Fig. 1: run 1, logic cells by family
Scale: 6 px per um.
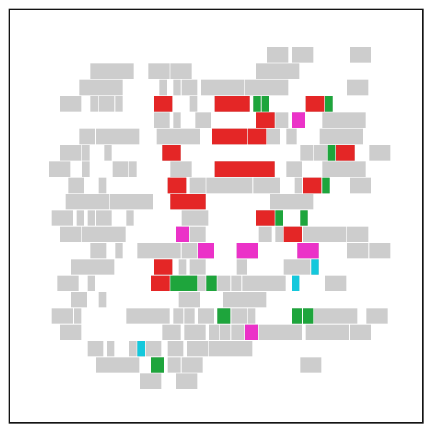
Fig. 2: run 1, placement view
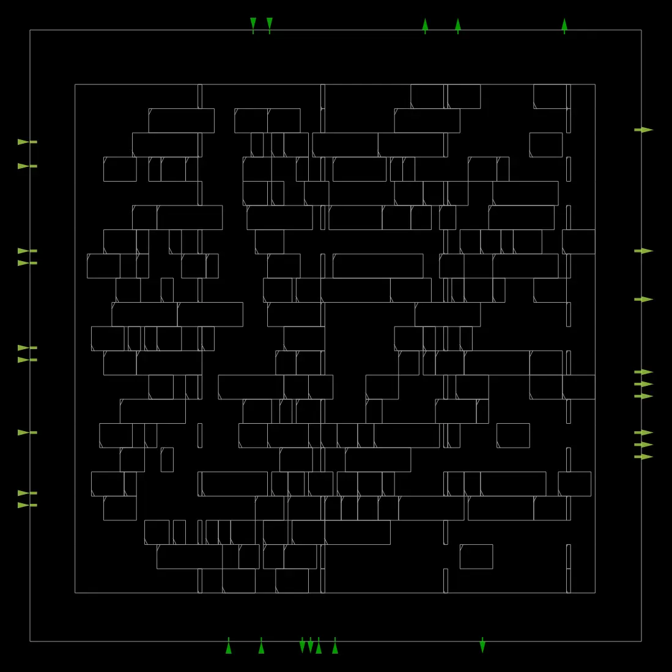
Fig. 3: run 1, layout detail
Region (19, 19) to (49, 49) um. Cells in grey, sequential cells in the stronger grey; small squares are vias.
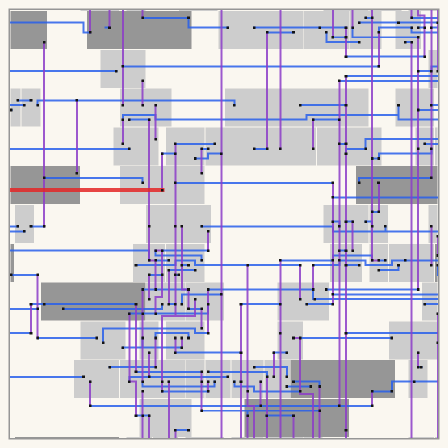
Fig. 4: run 1, metal layers overlaid
Scale: 6 px per um. Two of the layers only.
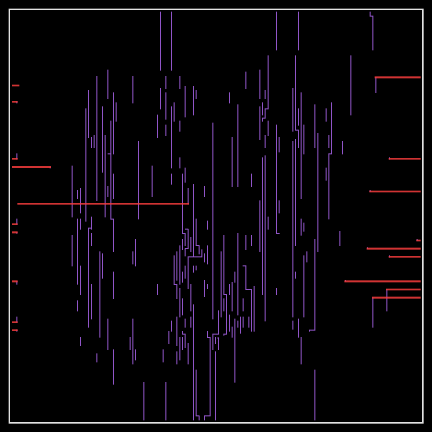
==> config.mk <==
export PLATFORM = sky130hd
export DESIGN_NAME = frame_control_flat
export DESIGN_NICKNAME = d
export VERILOG_FILES = /design/src/rtl/frame_control_pkg.sv /design/src/rtl/frame_control_if.sv /design/src/rtl/frame_addr_counter.sv /design/src/rtl/frame_control.sv /design/src/flat_wrapper.sv
export SDC_FILE = /design/constraint.sdc
export NUM_CORES = 1
export LEC_CHECK = 0
export CAP_MARGIN = 5
export CORE_MARGIN = 5
export CORE_UTILIZATION = 35
export DETAILED_ROUTE_END_ITERATION = 8
export GPL_ROUTABILITY_DRIVEN = 0
export PLACE_DENSITY_LB_ADDON = 0.08
export RECOVER_POWER = 25
export SETUP_SLACK_MARGIN = 0.05
export SLEW_MARGIN = 20
export SYNTH_ARGS = -nofsm -noshare
export SYNTH_HDL_FRONTEND = slang
export SYNTH_SLANG_ARGS = --single-unit
==> constraint.sdc <==
create_clock -name clock -period 2.07 [get_ports clock]
set_input_delay 0.3105 -clock clock [delete_from_list [all_inputs] [get_ports clock]]
set_output_delay 0.3105 -clock clock [all_outputs]
set_load 0.01 [all_outputs]
==> flow_metrics.env, run 1 <==
# flow metrics
export IMPL_regArea_um2=500
export IMPL_initCoreUtil_pct=36.1
export IMPL_clk_pin_slew_worst_paths_ns=0.14
export IMPL_switching_power_uw=220
export IMPL_fp_row_count=21
export IMPL_rsz0062_at_grt="false"
export IMPL_leakagePower_nw=0.531
export IMPL_syn_area_um2=1200
export IMPL_synthMuxAreaShare_pct=0
export IMPL_area_share_nonclk_buffers_pct=19.6
export IMPL_sw_frac_of_total_pct=25.6
export IMPL_filler_cell_count=343
export IMPL_die_y_um=68.7
export IMPL_met2_usage_pct=16.7
export IMPL_grt_usage_pct=11.3
export IMPL_adder_share_pct=2.08
export IMPL_relSlewSlack_pct=64.6
export IMPL_fin_setup_tns_ns=0
export IMPL_detail_route_vias_per_cell=4.57
export IMPL_fin_skew_ns=0.00742
export IMPL_non_clk_invs=3
export IMPL_synth_dominant_cell_count="dfxtp_1"
export IMPL_detailroute_wirelength_met3_um=100
export IMPL_critical_path_startpoint_type="flop"
export IMPL_cellPowerDensity_nw_per_um2=552
export IMPL_synth_yosys_seq_area_share_pct=41.5
export IMPL_timing_final_hold_violations=0
export IMPL_flops=25
export IMPL_critical_path_cell_count=1
export IMPL_wire_per_inst_um=11.9
export IMPL_sequential_power_uw=515
export IMPL_comb_power_share_pct=14.4
export IMPL_cts_path_max_buffers=2
export IMPL_post_cts_hold_buffer_count=0
export IMPL_criticalPathCategory="flop to output port"
export IMPL_crit_slowest_cell="dfxtp_1"
export IMPL_critPathMaxStageDelay_ns=0.63
export IMPL_topRoutingLayerUsed="met4"
export IMPL_clock_tree_from_tritoncts="built"
export IMPL_clk_root_buffer_cell="clkbuf_4"
export IMPL_grtUsageMet1_pct=15.6
export IMPL_worstSkewPairLatency_ns=0.32
export IMPL_gr_max_usage_layer="met2"
export IMPL_clockNetworkAreaShare_pct=1.68
export IMPL_yosys_area_share_aoi_pct=12.6
export IMPL_yosysTopAreaCell="dfxtp_1"
export IMPL_num_antenna_cells=0
export IMPL_comb_power_uw=124
export IMPL_outcome="finished, final reports clean"
export IMPL_fmax_mhz=530
export IMPL_placed_area_um2=1530
export IMPL_layout_clock_buffers=4
export IMPL_detail_route_wirelength_met1_um=1260
export IMPL_synth_yosys_chip_area_um2=1200
export IMPL_signal_buffers=31
export IMPL_p_seq_share_pct=59.7
export IMPL_worst_ep_required_time_ns=1.76
export IMPL_finish_instance_area_um2=1560
export IMPL_netlist_instances=129
export IMPL_post_cts_repair_setup_buffers=0
export IMPL_syn_area_per_cell_um2=9.34
export IMPL_yosysCellCount=129
export IMPL_boundaryPins=30
export IMPL_number_of_port_buffers=29
export IMPL_first_pass_iters=4
export IMPL_number_of_max_slew_violations_in_the_final_report=0
export IMPL_intPower_uw=641
export IMPL_clockPowerShare_pct=25.9
export IMPL_synthXorXnorAreaFrac_pct=15.1
export IMPL_setup_viol=0
export IMPL_fraction_of_layout_instances_using_a_drive_strength_above_1_pct=8.86
export IMPL_layout_area_overhead_vs_synth_pct=29.5
export IMPL_biggestCellCategory="logic gates"
export IMPL_final_period_minus_worst_setup_slack_ns=1.89
export IMPL_post_route_drc_violation_count=0
export IMPL_grt_antenna_before_repair=0
Notes on Fig. 1 above:
colour	family	cells
magenta	AND and OR gates	6
red	XOR/XNOR gates	16
green	NOR gates	13
cyan	inverters	3
most used logic cell in the final layout: clkdlybuf4s50_1
post-route insts no fill: 204
Comb/total area: 42.3%

Notes on Fig. 2 above:
core area: 3340 um^2
flop share of the area: 32.1%
post-layout util: 46.8%

Notes on Fig. 3 above:
colour	layer
purple	met2
red	met3
blue	met1
most frequent	dfxtp_1 (6), nand2_1 (5), xnor2_1 (4)
sequential cells in the window	6
cells with their middle in the window	47

Notes on Fig. 4 above:
colour	layer	wire length
purple	met2	1060 um
red	met3	101 um
DR vias: 933
Routed Wire Length: 2440 um

Fig. 5: run 1, signal metal coverage by tile
Scale: 4 px per um. The die is cut into 14 by 14 equal tiles; dark purple is low, yellow is high, scaled to the fullest tile. Values are wire area over tile area, all layers added.
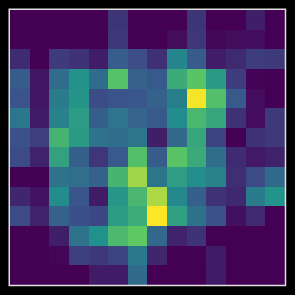

==> run 1 -> run 2 <==
CORE_MARGIN = default   (was 5)
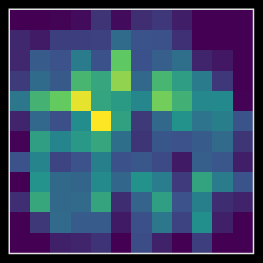
Fig. 6. Signal metal coverage by tile (run 2).
Scale: 4 px per um. The die is cut into 12 by 12 equal tiles; dark purple is low, yellow is high, scaled to the fullest tile. Values are wire area over tile area, all layers added.
emptiest ninth of the die	top right
fullest tile	0.36
nearly empty tiles	15%
total routing resource utilization after global routing: 15.5%
Routed Wire Length: 2480 um

==> flow_metrics.env, run 2 <==
# flow metrics
export IMPL_detailroute_wirelength_met3_um=80
export IMPL_first_pass_iters=3
export IMPL_finish_instance_area_um2=1570
export IMPL_wire_per_inst_um=12.1
export IMPL_synth_nets=146
export IMPL_met2_usage_pct=26.4
export IMPL_grt_antenna_before_repair=0
export IMPL_worstSkewPairLatency_ns=0.31
export IMPL_synthXorXnorAreaFrac_pct=15.1
export IMPL_routed_wl_met2_um=1210
export IMPL_cellPowerDensity_nw_per_um2=547
export IMPL_switching_power_uw=217
export IMPL_relSlewSlack_pct=62.2
export IMPL_synth_yosys_seq_area_share_pct=41.5
export IMPL_fraction_of_layout_instances_using_a_drive_strength_above_1_pct=10.0
export IMPL_comb_power_share_pct=15.0
export IMPL_detail_route_wirelength_met1_um=1170
export IMPL_crit_slowest_cell="clkdlybuf4s50_1"
export IMPL_clockPowerShare_pct=25.1
export IMPL_detail_route_vias_per_cell=4.75
export IMPL_p_seq_share_pct=59.9
export IMPL_critPathMaxStageDelay_ns=0.63
export IMPL_placed_area_um2=1550
export IMPL_initCoreUtil_pct=38.2
export IMPL_boundaryPins=30
export IMPL_ys_top_cells_by_area="dfxtp_1 (42%), nand2_1 (7.5%), a21boi_0 (5.6%)"
export IMPL_sequential_power_uw=515
export IMPL_rsz0062_at_grt="false"
export IMPL_non_clk_invs=3
export IMPL_enable_flop_cells=0
export IMPL_clockNetworkAreaShare_pct=1.67
export IMPL_synth_dominant_cell_count="dfxtp_1"
export IMPL_critical_path_startpoint_type="flop"
export IMPL_clk_root_buffer_cell="clkbuf_4"
export IMPL_fin_skew_ns=0.00217
export IMPL_synth_cellmix_simpleShare_pct=25.0
export IMPL_num_antenna_cells=0
export IMPL_synth_top_cell_area_share_pct=41.5
export IMPL_final_period_minus_worst_setup_slack_ns=1.86
export IMPL_netlist_instances=129
export IMPL_mostFrequentLayoutCell="clkdlybuf4s50_1"
export IMPL_topRoutingLayerUsed="met4"
export IMPL_biggestCellCategory="logic gates"
export IMPL_floorplan_core_area_um2=3150
export IMPL_syn_area_um2=1200
export IMPL_fin_setup_tns_ns=0
export IMPL_yosys_area_share_aoi_pct=12.6
export IMPL_area_share_nonclk_buffers_pct=20.4
export IMPL_filler_cell_count=329
export IMPL_comb_power_uw=129
export IMPL_clock_tree_from_tritoncts="built"
export IMPL_layout_area_overhead_vs_synth_pct=30.5
export IMPL_post_cts_repair_setup_buffers=0
export IMPL_signal_buffers=33
export IMPL_yosysTopAreaCell="dfxtp_1"
export IMPL_fmax_mhz=538
export IMPL_regArea_um2=500
export IMPL_clk_pin_slew_worst_paths_ns=0.13
export IMPL_final_core_util_pct=49.9
export IMPL_gr_max_usage_layer="met2"
export IMPL_placed_cells_incl_taps=200
export IMPL_die_y_um=60.7
export IMPL_intPower_uw=643
export IMPL_critical_path_cell_count=1
export IMPL_seq_share_pct=31.8
export IMPL_number_of_max_slew_violations_in_the_final_report=0
export IMPL_setup_viol=0
export IMPL_outcome="finished, final reports clean"
export IMPL_comb_area_share_pct=41.9
export IMPL_syn_area_per_cell_um2=9.34
export IMPL_layout_clock_buffers=4
export IMPL_flops=25
export IMPL_fp_row_count=20
export IMPL_number_of_port_buffers=29
export IMPL_hpwl_um=1930
export IMPL_worst_ep_required_time_ns=1.76
export IMPL_yosysCellCount=129
export IMPL_post_route_insts_no_fill=204
export IMPL_post_route_drc_violation_count=0
export IMPL_post_cts_hold_buffer_count=0
export IMPL_grtUsageMet1_pct=18.9
